Design fft_capture_sequencer, sky130hd; sources not shown.
Run 1, cell classes on the final placement:
(3 px per um) Fill, decap, tap and diode cells in gray.
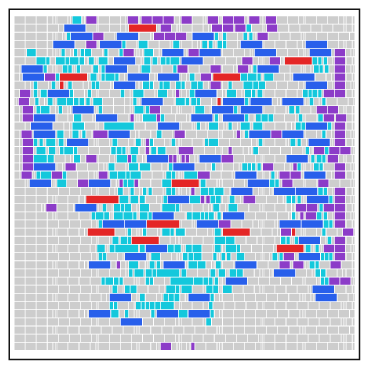
Key: red = clock drivers and dummy loads [cells 14, share of their area 5.7%]; cyan = all other logic [cells 369, share of their area 40%]; blue = flops [cells 85, share of their area 33%]; purple = other buffers and delay cells [cells 125, share of their area 22%]
Seq/total area: 0.314
number of rows in the core area: 41

Run 1, met3 routing:
(4 px per um)
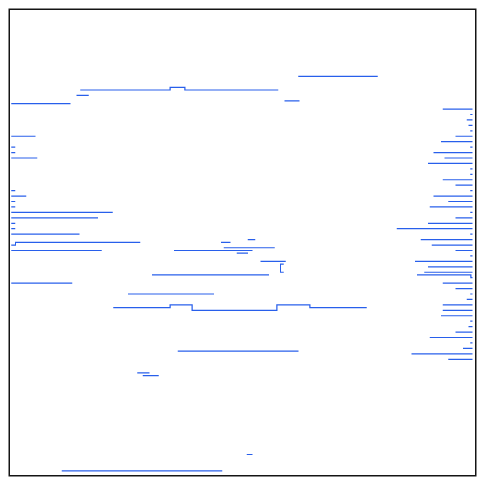
The layer carries 755 um of wire. The longest straight run is 39.8 um. 75 nets have wire on it. The layer holds 7.0% of the routed length. The wires run mostly horizontal.
total number of vias: 3717
GR Util met3: 0.0524
Total Wirelength: 10.8 mm

Run 1, routing congestion:
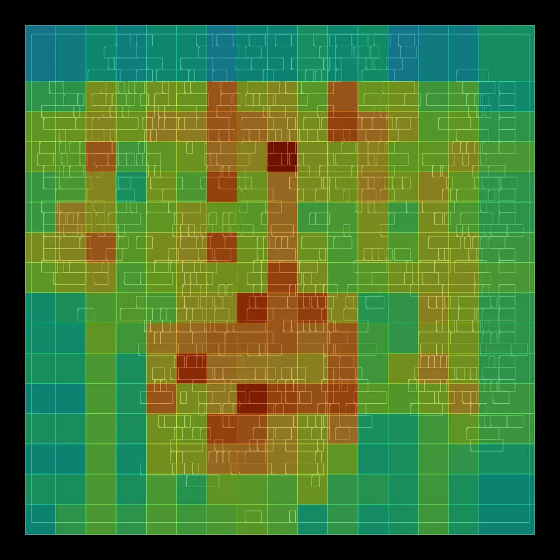
Final Core Density: 0.428
global-route total usage across every layer: 0.165
mean routed wirelength per cell: 14.1 um
global routing usage on met1: 0.204
met2 Track Usage GR: 0.267

==> flow_summary.html, run 1 <==
<p>Metrics extracted from the flow reports.</p>
<table>
<tr><th>Metric</th><th>Value</th></tr>
<tr><th colspan="2">Outcome</th></tr>
<tr><td>Outcome</td><td>complete, no violations</td></tr>
<tr><th colspan="2">Pwr</th></tr>
<tr><td>P_comb</td><td>0.224 mW</td></tr>
<tr><td>Net switching share of the total power</td><td>0.232</td></tr>
<tr><td>Internal power of the cells</td><td>1.84 mW</td></tr>
<tr><td>Worst VDD drop</td><td>0.000264 V</td></tr>
<tr><td>Group with the largest share of power</td><td>sequential cells</td></tr>
<tr><td>Fraction of power consumed by the clock network</td><td>0.453</td></tr>
<tr><td>Power Dens Cells</td><td>442 nW/um^2</td></tr>
<tr><th colspan="2">Yosys</th></tr>
<tr><td>Post-synth design cell area</td><td>3910 um^2</td></tr>
<tr><td>Per-instance average area after synthesis</td><td>8.10 um^2</td></tr>
<tr><td>Library cell with the highest instance count after synthesis</td><td>dfxtp_1</td></tr>
<tr><td>Leading register cell type out of synthesis</td><td>dfxtp_1</td></tr>
<tr><td>Area figure in the yosys stat output</td><td>3910 um^2</td></tr>
<tr><td>Synth Seq Share</td><td>0.435</td></tr>
<tr><td>XOR-XNOR Cells, Area Fraction</td><td>0.0783</td></tr>
<tr><td>Post-synth top area share</td><td>0.435</td></tr>
<tr><td>Complex-gate fraction of the synthesized area</td><td>0.129</td></tr>
<tr><td>Adder Area Share</td><td>0.0128</td></tr>
<tr><th colspan="2">Clocking</th></tr>
<tr><td>Hold_buf cts</td><td>0</td></tr>
<tr><td>Insertion delay of the later-clocked pin in the worst-skew pair</td><td>0.35 ns</td></tr>
<tr><td>Post-CTS Setup Repair Bufs</td><td>0</td></tr>
<tr><td>Post_cts resized</td><td>5</td></tr>
<tr><td>CTS root buf</td><td>clkbuf_16</td></tr>
<tr><th colspan="2">Finish</th></tr>
<tr><td>Design area</td><td>5420 um^2</td></tr>
<tr><td>#MultiIn Comb</td><td>358</td></tr>
<tr><td>Number of sequential cells</td><td>85</td></tr>
<tr><td>Non-CTS inverters</td><td>11</td></tr>
<tr><td>Nets</td><td>627</td></tr>
<tr><td>Signal buffers share of area</td><td>0.209</td></tr>
<tr><td>Leading cell kind</td><td>combinational gates</td></tr>
<tr><td>Leading cell type in the layout, fill and taps excluded</td><td>clkdlybuf4s50_1</td></tr>
<tr><td>Number of fill cells in the layout</td><td>1285</td></tr>
<tr><td>Area taken by multi-input logic gates</td><td>2030 um^2</td></tr>
<tr><td>Number of flip-flops in the largest register</td><td>20</td></tr>
<tr><th colspan="2">Floorplanning</th></tr>
<tr><td>Die area</td><td>13500 um^2</td></tr>
<tr><td># Taps</td><td>172</td></tr>
<tr><td>Core utilization at floorplan</td><td>0.309</td></tr>
<tr><th colspan="2">Detailed routing</th></tr>
<tr><td>DRT iter0 DRCs</td><td>205</td></tr>
<tr><th colspan="2">Timing</th></tr>
<tr><td>Fin worst setup slack</td><td>0.0818 ns</td></tr>
<tr><th colspan="2">Hold path</th></tr>
<tr><td>HP Class</td><td>reg -&gt; reg</td></tr>
<tr><td>Hold Crit Depth</td><td>2</td></tr>
<tr><th colspan="2">Critical path</th></tr>
<tr><td>Highest-delay cell along the critical path</td><td>clkdlybuf4s50_1</td></tr>
<tr><td>R2R setup slack</td><td>0.40 ns</td></tr>
<tr><td>Category of the worst setup path capture point</td><td>output pin</td></tr>
<tr><td>Delay contributed by the slowest stage of the critical path</td><td>0.63 ns</td></tr>
<tr><td>Setup CP Type</td><td>in -&gt; out</td></tr>
<tr><th colspan="2">Global route</th></tr>
<tr><td>First-pass GRT wire length</td><td>17.1 mm</td></tr>
<tr><th colspan="2">Placed design</th></tr>
<tr><td>Total of buffers placed on input and output ports</td><td>98</td></tr>
</table>
==> run 2: changes to the inputs <==
--- a/config.mk
+++ b/config.mk
@@ -6,9 +6,11 @@
 export NUM_CORES = 1
 export LEC_CHECK = 0
 export CORE_UTILIZATION = 30
+export CTS_BUF_LIST = sky130_fd_sc_hd__clkbuf_8
 export DETAILED_ROUTE_END_ITERATION = 6
 export GPL_TIMING_DRIVEN = 0
 export PLACE_DENSITY = 0.56
+export SLEW_MARGIN = 20
 export SYNTH_ARGS = -nofsm -noshare
 export SYNTH_HDL_FRONTEND = slang
 export SYNTH_SLANG_ARGS = --single-unit
Run 2, met3 routing:
(4 px per um)
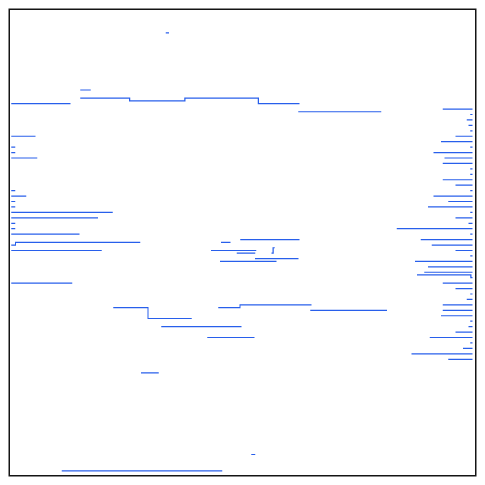
The longest straight run is 39.8 um. 74 nets have wire on it.
total number of vias: 3697
GR Util met3: 0.0576

==> flow_summary.html, run 2 <==
<p>Metrics extracted from the flow reports.</p>
<table>
<tr><th>Metric</th><th>Value</th></tr>
<tr><th colspan="2">Pwr</th></tr>
<tr><td>Worst VDD drop</td><td>0.000223 V</td></tr>
<tr><td>Net switching share of the total power</td><td>0.249</td></tr>
<tr><td>P_comb</td><td>0.224 mW</td></tr>
<tr><td>Fraction of power consumed by the clock network</td><td>0.380</td></tr>
<tr><td>Flip-flop and latch power</td><td>1.08 mW</td></tr>
<tr><td>Power Dens Cells</td><td>396 nW/um^2</td></tr>
<tr><td>Power drawn by the clock network</td><td>0.801 mW</td></tr>
<tr><td>Internal power of the cells</td><td>1.58 mW</td></tr>
<tr><td>Group with the largest share of power</td><td>sequential cells</td></tr>
<tr><th colspan="2">Yosys</th></tr>
<tr><td>Library cell with the highest instance count after synthesis</td><td>dfxtp_1</td></tr>
<tr><td>Leading cell types by total area after synthesis</td><td>dfxtp_1 43%, nand2_1 7.6%, nor2_1 7.1%</td></tr>
<tr><td>Leading register cell type out of synthesis</td><td>dfxtp_1</td></tr>
<tr><td>Post-Synthesis Cells</td><td>483</td></tr>
<tr><td>Adder Area Share</td><td>0.0128</td></tr>
<tr><td>Post-synth design cell area</td><td>3910 um^2</td></tr>
<tr><td>Post-Synthesis Net Count</td><td>520</td></tr>
<tr><td>Synth Seq Share</td><td>0.435</td></tr>
<tr><td>Area figure in the yosys stat output</td><td>3910 um^2</td></tr>
<tr><td>Complex-gate fraction of the synthesized area</td><td>0.129</td></tr>
<tr><td>XOR-XNOR Cells, Area Fraction</td><td>0.0783</td></tr>
<tr><td>Per-instance average area after synthesis</td><td>8.10 um^2</td></tr>
<tr><th colspan="2">Floorplanning</th></tr>
<tr><td>Number of rows in the core area</td><td>41</td></tr>
<tr><td>Die area</td><td>13500 um^2</td></tr>
<tr><td>Number of top-level design ports</td><td>100</td></tr>
<tr><td># Taps</td><td>172</td></tr>
<tr><th colspan="2">Timing</th></tr>
<tr><td>Final count of pins violating max slew</td><td>0</td></tr>
<tr><td>Fin worst setup slack</td><td>0.0809 ns</td></tr>
<tr><th colspan="2">Global route</th></tr>
<tr><td>Global routing usage on met1</td><td>0.201</td></tr>
<tr><td>Global-route total usage across every layer</td><td>0.164</td></tr>
<tr><td>Met2 Track Usage GR</td><td>0.267</td></tr>
<tr><td>First-pass GRT wire length</td><td>17.0 mm</td></tr>
<tr><th colspan="2">Finish</th></tr>
<tr><td>Seq/total area</td><td>0.320</td></tr>
<tr><td>Design area</td><td>5320 um^2</td></tr>
<tr><td>Non-CTS inverters</td><td>11</td></tr>
<tr><td>Nets</td><td>627</td></tr>
<tr><td>Signal buffers share of area</td><td>0.213</td></tr>
<tr><td>Clock tree buffer count of the final layout</td><td>9</td></tr>
<tr><td>Leading cell type in the layout, fill and taps excluded</td><td>clkdlybuf4s50_1</td></tr>
<tr><td>Area taken by multi-input logic gates</td><td>2030 um^2</td></tr>
<tr><td>Number of fill cells in the layout</td><td>1300</td></tr>
<tr><td>Number of sequential cells</td><td>85</td></tr>
<tr><td>Leading cell kind</td><td>combinational gates</td></tr>
<tr><td>Number of flip-flops in the largest register</td><td>20</td></tr>
<tr><td>#MultiIn Comb</td><td>358</td></tr>
<tr><th colspan="2">Job</th></tr>
<tr><td>Total of max-cap violations</td><td>0</td></tr>
<tr><th colspan="2">Clocking</th></tr>
<tr><td>Hold_buf cts</td><td>0</td></tr>
<tr><td>Insertion delay of the later-clocked pin in the worst-skew pair</td><td>0.38 ns</td></tr>
<tr><td>Post-CTS Setup Repair Bufs</td><td>0</td></tr>
<tr><td>Post_cts resized</td><td>5</td></tr>
<tr><th colspan="2">Hold path</th></tr>
<tr><td>Hold Crit Depth</td><td>2</td></tr>
<tr><td>HP Class</td><td>reg -&gt; reg</td></tr>
<tr><th colspan="2">Placed design</th></tr>
<tr><td>Total of buffers placed on input and output ports</td><td>98</td></tr>
<tr><th colspan="2">Critical path</th></tr>
<tr><td>Total stage count of the critical path</td><td>5</td></tr>
<tr><td>R2R setup slack</td><td>0.39 ns</td></tr>
<tr><td>Setup CP Type</td><td>in -&gt; out</td></tr>
<tr><td>Delay contributed by the slowest stage of the critical path</td><td>0.63 ns</td></tr>
<tr><td>Highest-delay cell along the critical path</td><td>clkdlybuf4s50_1</td></tr>
<tr><td>Setup crit start kind</td><td>input port</td></tr>
<tr><td>Category of the worst setup path capture point</td><td>output pin</td></tr>
<tr><th colspan="2">Detailed routing</th></tr>
<tr><td>Total Wirelength</td><td>10.8 mm</td></tr>
<tr><td>Mean routed wirelength per cell</td><td>14.1 um</td></tr>
<tr><td>Post-DR vias/cell</td><td>4.83</td></tr>
<tr><th colspan="2">Outcome</th></tr>
<tr><td>Outcome</td><td>complete, no violations</td></tr>
</table>
No activity file was given, so power comes from the tool's default toggle rates.
